**src/rtl/controle_jogada_param.sv**
```systemverilog
// Move-capture unit: waits for release, debounces a press, validates it against the occupancy mask.
// Optional move timeout is enabled by defining JOGADA_TIMEOUT_EN.
module controle_jogada_param #(
  parameter int N_BOTOES       = 9,
  parameter int W_IDX          = 4,
  parameter int HOLD_CICLOS    = 2,
  parameter int TIMEOUT_CICLOS = 1000
) (
  input  logic                clock,
  input  logic                reset,
  input  logic                pedir,
  input  logic [N_BOTOES-1:0] botoes,
  input  logic [N_BOTOES-1:0] ocupado,
  output logic [W_IDX-1:0]    jogada,
  output logic                jogada_valida,
  output logic                jogada_invalida,
  output logic                aguardando,
  output logic [N_BOTOES-1:0] leds,
  output logic                timeout,
  output logic [2:0]          db_estado
);

  localparam int W_CNT = (HOLD_CICLOS < 2) ? 1 : $clog2(HOLD_CICLOS + 1);

  typedef enum logic [2:0] {
    OCIOSO        = 3'd0,
    ESPERA_LIBERA = 3'd1,
    ESPERA        = 3'd2,
    FILTRA        = 3'd3,
    AVALIA        = 3'd4,
    VALIDA        = 3'd5,
    INVALIDA      = 3'd6,
    TIMEOUT       = 3'd7
  } estado_t;

  estado_t             estado, prox;
  logic [N_BOTOES-1:0] amostra, amostra_prox;
  logic [W_CNT-1:0]    cnt, cnt_prox;
  logic [W_IDX-1:0]    jogada_prox, indice;
  logic                um_quente, conflito, cancela, estoura;

  // Index of the highest set bit; only meaningful when the sample is one-hot.
  always_comb begin
    indice = '0;
    for (int i = 0; i < N_BOTOES; i++)
      if (amostra[i]) indice = W_IDX'(i);
  end

  assign um_quente = (amostra != '0) && ((amostra & (amostra - N_BOTOES'(1))) == '0);
  assign conflito  = |(amostra & ocupado);
  assign cancela   = !pedir && (estado inside {ESPERA_LIBERA, ESPERA, FILTRA, AVALIA});

`ifdef JOGADA_TIMEOUT_EN
  localparam int W_TMO = $clog2(TIMEOUT_CICLOS + 1);
  logic [W_TMO-1:0] tmo_cnt;
  logic             conta;

  // Invalid attempts keep counting: the budget covers the whole move request.
  assign conta   = estado inside {ESPERA_LIBERA, ESPERA, FILTRA, AVALIA, INVALIDA};
  assign estoura = conta && (tmo_cnt == W_TMO'(TIMEOUT_CICLOS - 1));

  always_ff @(posedge clock) begin
    if (reset)                        tmo_cnt <= '0;
    else if (estado == OCIOSO && pedir) tmo_cnt <= '0;
    else if (conta)                   tmo_cnt <= tmo_cnt + W_TMO'(1);
  end

  assign timeout = (estado == TIMEOUT);
`else
  assign estoura = 1'b0;
  assign timeout = 1'b0;
`endif

  always_comb begin
    prox         = estado;
    amostra_prox = amostra;
    cnt_prox     = cnt;
    jogada_prox  = jogada;
    if (cancela) begin
      prox     = OCIOSO;
      cnt_prox = '0;
    end else if (estoura) begin
      prox     = TIMEOUT;
      cnt_prox = '0;
    end else begin
      case (estado)
        OCIOSO:        if (pedir) prox = ESPERA_LIBERA;
        ESPERA_LIBERA: if (botoes == '0) prox = ESPERA;
        ESPERA: begin
          if (botoes != '0) begin
            amostra_prox = botoes;
            cnt_prox     = W_CNT'(1);
            prox         = (HOLD_CICLOS == 1) ? AVALIA : FILTRA;
          end
        end
        FILTRA: begin
          if (botoes != amostra) begin
            prox     = ESPERA;
            cnt_prox = '0;
          end else begin
            cnt_prox = cnt + W_CNT'(1);
            if (cnt_prox == W_CNT'(HOLD_CICLOS)) prox = AVALIA;
          end
        end
        AVALIA: begin
          if (!um_quente || conflito) begin
            prox = INVALIDA;
          end else begin
            prox        = VALIDA;
            jogada_prox = indice;
          end
        end
        VALIDA:   prox = OCIOSO;
        INVALIDA: prox = ESPERA_LIBERA;
        default:  prox = OCIOSO;
      endcase
    end
  end

  always_ff @(posedge clock) begin
    if (reset) begin
      estado  <= OCIOSO;
      amostra <= '0;
      cnt     <= '0;
      jogada  <= '0;
    end else begin
      estado  <= prox;
      amostra <= amostra_prox;
      cnt     <= cnt_prox;
      jogada  <= jogada_prox;
    end
  end

  assign jogada_valida   = (estado == VALIDA);
  assign jogada_invalida = (estado == INVALIDA);
  assign aguardando      = (estado == ESPERA) || (estado == FILTRA);
  assign leds            = aguardando ? ~ocupado : '0;
  assign db_estado       = estado;

endmodule
```
**config.mk**
```make
export PLATFORM = sky130hd
export DESIGN_NAME = controle_jogada_param
export DESIGN_NICKNAME = d
export VERILOG_FILES = /design/src/rtl/controle_jogada_param.sv
export SDC_FILE = /design/constraint.sdc
export NUM_CORES = 1
export LEC_CHECK = 0
export CORE_MARGIN = 3
export CORE_UTILIZATION = 59
export CTS_BUF_LIST = sky130_fd_sc_hd__clkbuf_8
export CTS_CLUSTER_SIZE = 16
export DETAILED_ROUTE_END_ITERATION = 8
export DONT_BUFFER_PORTS = 1
export PLACE_DENSITY_LB_ADDON = 0.08
export SKIP_CTS_REPAIR_TIMING = 1
export SYNTH_ARGS = -nofsm -noshare
export SYNTH_HDL_FRONTEND = slang
export SYNTH_SLANG_ARGS = --single-unit
```
**constraint.sdc**
```tcl
create_clock -name clock -period 1.6 [get_ports clock]
set_input_delay 0.24 -clock clock [delete_from_list [all_inputs] [get_ports clock]]
set_output_delay 0.24 -clock clock [all_outputs]
set_load 0.02 [all_outputs]
```
==> images/io_placement.png <==
Scale: 10 px per um. Pins as bars across the die edge, other pins in grey.
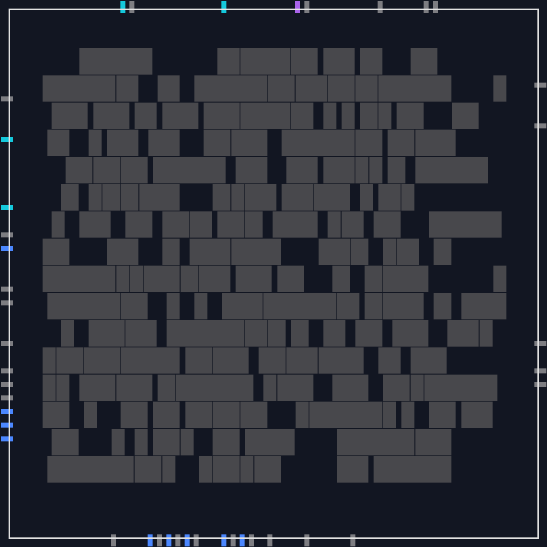
Key: blue = leds [pins 9, direction output, edge 5 south, 4 west]; purple = jogada_valida [pins 1, direction output, edge north]; cyan = jogada [pins 4, direction output, edge 2 west, 2 north]
All pins by edge: 14 south, 14 west, 8 north, 5 east.
die y size: 52.7 um
Die Wd: 52.7 um

==> images/io_fan.png <==
Scale: 4 px per um.
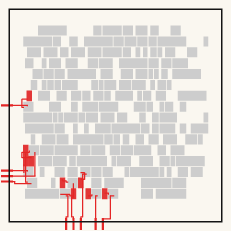
Key: red = leds [bits 9, direction output, edge 5 south, 4 west, end cells 9, buffers 9, wire 101 um]

==> run summary <==
Implementation results.

The switching part of the total is 32.0%. Counting the buffers created by CTS gives 3. The final count of negative-setup-slack endpoints is 6. The slack of the worst reg-to-reg path is -0.11 ns. The clock-pin slew of the registers on the worst-case setup and hold paths is 0.08 ns. The simple-gate area share of the yosys netlist is 28.2%. Using the TritonRoute via totals, the vias-per-cell ratio works out to 5.88.

The leakage power of the design is 0.000634 uW. The max-slew violation total from the final report is 0. For met3 alone, demand over resource in global routing was 4.27%. The worst setup path is launched from a flip-flop. The routed wirelength on the met1 layer is recorded as 1400 um. The register share of total power is 39.1%.

Timing would allow up to 585 MHz. The total routing usage reported by global routing is 24.0%. The launching point of the worst reg2reg path is amostra[0]. At the end of the flow the core is filled with cells to 75.2%. The post-synth count of flops with an enable pin is 0. OpenSTA lists the critical path startpoint as amostra[0]. The post-synthesis average cell area is 8.21 sq um. After the first detailed-routing iteration, the DRC count stood at 28. The length of the first detailed-routing pass in iterations is 4.

Routing resource usage on met1 recorded by global route was 32.3%. In this design, the largest share of critical-path delay is due to AND-OR/OR-AND gates. The synthesis-to-layout area growth is 18.1%.

In the final design database the tool counted 198 nets. Entering global routing, the biggest net connects 19 pins. Cell internal power was estimated by the tool at 850 uW. Per the post-run analysis, buffers plus inverters along the critical path come to 0. The required time of the critical path is 1.76 ns.

The xor/xnor cell area share of the yosys netlist is 6.80%. The clock skew after layout is 0.00175 ns. The met3 wire length is 200 um. Before CTS, the worst setup slack after placement is -0.106 ns.

The final layout reports a setup TNS of -0.386 ns. Per the timing report, the biggest fanout along the worst path comes to 5. In the layout the commonest cells are sky130_fd_sc_hd__nor2_1, sky130_fd_sc_hd__buf_4, sky130_fd_sc_hd__mux2i_1, sky130_fd_sc_hd__dfxtp_1, sky130_fd_sc_hd__xor2_1. TritonCTS built the clock tree. The end of the critical path is db_estado[1].

The number of nets at floorplan is 179. The clock network fraction of design power is 31.8%. The final reports fail on negative setup slack. The number of routed nets with antenna violations is 0.

The layout cell share with drive strength beyond 1 is 30.9%. The clock period minus worst slack is 1.71 ns. The count of unique library cells instantiated by Yosys is 48. The number of cell instances on the worst register-to-register path is 5.

After synthesis the cells add up to 0.00129 sq mm. The cell count after synthesis is 157. Hold timing on the final database bottoms out at a slack of 0.0344 ns. The uppermost layer routed is met4.

Multiplexer cells account for 10.1% of the synthesized area. The total core area is 0.00202 sq mm. STA classifies the critical path endpoint as a flip-flop. The worst ir drop on vdd is 624 uV.

The share of synthesized area occupied by flip-flops and latches is 28.0%. The combinational power is 363 uW. The capture point of the worst register-to-register path is recorded as db_estado[1]. Of the total synthesized cell area, the portion taken by AND-OR and OR-AND cells is 16.3%. The total clock network power is 398 uW. The final timing report gives a worst setup slack of -0.109 ns.

The number of clock sinks is 18. The category of the critical setup timing path is flip-flop to flip-flop. On the worst path, the slowest cell contributes a delay of 0.55 ns. The number of levels in the clock H-tree is 1.

Headroom to the max-slew limit came out at 65.7%. Per report_power, the Sequential row totals 489 uW. The net load switching power is 400 uW. Walking the critical path from launch to capture passes 5 cell instances. The share of synthesized cell area in full adder, half adder and majority cells is 0.971%. The final weighted congestion in routability-driven placement is 0.881. Combinational logic burns 29.1% of the power. The initial antenna violation count is 0. Looking at the max-slew report, the worst-margin pin has a slew of 0.502 ns. The detailed-route wire length is 3170 um. In the Yosys report the total cell count is 157. The half-perimeter wire length of the detailed placement result is 2410 um. Looking at the hold checks, the worst path lands on amostra[1]. The overflow left after global routing is 0. The number of global-route vias before repair came to 1117. The floorplan core density is 63.7%. The total met2 wirelength after detailed routing is 1510 um.

The most used routing layer is met2. The count of inserted antenna diode cells is 0. In the synthesis report, Yosys lists the chip area as 0.00129 sq mm. The routed design shows a wire length per standard cell of 15.7 um.

According to the floorplan log, the row count is 16. The wire length of the first global-routing pass is 4970 um. The post-route clock period utilization is 107%.

The boundary pin count is 41. The largest part of the power goes to sequential cells. The timing report shows the most common cell along the critical path to be sky130_fd_sc_hd__a21oi_2. The number of buffer cells added on primary ports is 0. After synthesis, the share of flip-flops with an asynchronous set or reset is 0%. Global routing used 37.2% of the available met2 tracks.

The report lists the cells along the critical path as or4_4, a21oi_2, o221a_2, a21oi_2, o31a_1. The tool flagged a number of max-cap violations equal to 0. The critical path's slowest stage uses the library cell sky130_fd_sc_hd__or4_4. The min-delay analysis places its worst path in the category input pin to flip-flop. The tool warning count for the run is 28. The total power divided by cell area is 821 mW/mm^2. Among the non-sequential cells, simple AND/OR/NAND/NOR gates take the most area. The flow ran to the end, but the final reports show violations. The number of endpoints with negative hold slack in the final report is 0. The start point of the worst hold path is reset. Per the skew report, the later register of the worst-skew pair sees a clock latency of 0.26 ns. The synthesis log from Yosys contains 0 warnings.

The synthesis stat section lists a flop and latch total of 18. Setup repair after global routing could not meet its margin everywhere. The root buffer selected by CTS is sky130_fd_sc_hd__clkbuf_8. After filler insertion, the fill cell instance count of the layout stands at 166. The routed via count is 1187. The OpenROAD report gives the critical path a data arrival time of 1.87 ns. No sink is reached through more buffers than the 2 on the longest clock path.
-- layout make-up --
cell class | instances | area [sq um] | area share (%)
Inverter | 4 | 15.0 | 0.987
Multi-Input combinational cell | 122 | 846 | 55.6
Tap cell | 27 | 33.8 | 2.22
Clock buffer | 4 | 55.1 | 3.62
Timing Repair Buffer | 27 | 203 | 13.3
Sequential cell | 18 | 369 | 24.3
-- synthesized netlist by cell type, types with 2 or more instances --
cell type                   n  area [sq um]
sky130_fd_sc_hd__a211o_1    2          17.5
sky130_fd_sc_hd__a21oi_1    7          35.0
sky130_fd_sc_hd__and3_1     3          18.8
sky130_fd_sc_hd__buf_2      2          10.0
sky130_fd_sc_hd__clkbuf_1   5          18.8
sky130_fd_sc_hd__dfxtp_1   18           360
sky130_fd_sc_hd__inv_1      4          15.0
sky130_fd_sc_hd__mux2i_1   13           130
sky130_fd_sc_hd__nand2_1    4          15.0
sky130_fd_sc_hd__nand2b_1   5          31.3
sky130_fd_sc_hd__nand3_1    4          20.0
sky130_fd_sc_hd__nor2_1    27           101
sky130_fd_sc_hd__nor3_1     5          25.0
sky130_fd_sc_hd__nor3b_1    3          22.5
sky130_fd_sc_hd__nor4_1     4          25.0
sky130_fd_sc_hd__o21ai_0    5          25.0
sky130_fd_sc_hd__o21bai_1   2          15.0
sky130_fd_sc_hd__o221a_2    2          22.5
sky130_fd_sc_hd__o31a_1     2          17.5
sky130_fd_sc_hd__or3_1      3          18.8
sky130_fd_sc_hd__xor2_1    10          87.6
-- flip-flops by register name (all words and copies together), names as in the netlist --
register / cells
amostra: 9
cnt: 2
db_estado: 3
jogada: 4
-- stage by stage --
step	std cells	area, sq um	power, uW
after floorplan	157	1300	762
after global placement	198	1430	837
after detailed placement	198	1430	845
after CTS	202	1480	1230
after global routing	202	1520	1300
final	202	1520	1250
Power figures rest on the tool's default switching activity, not on a simulated workload.
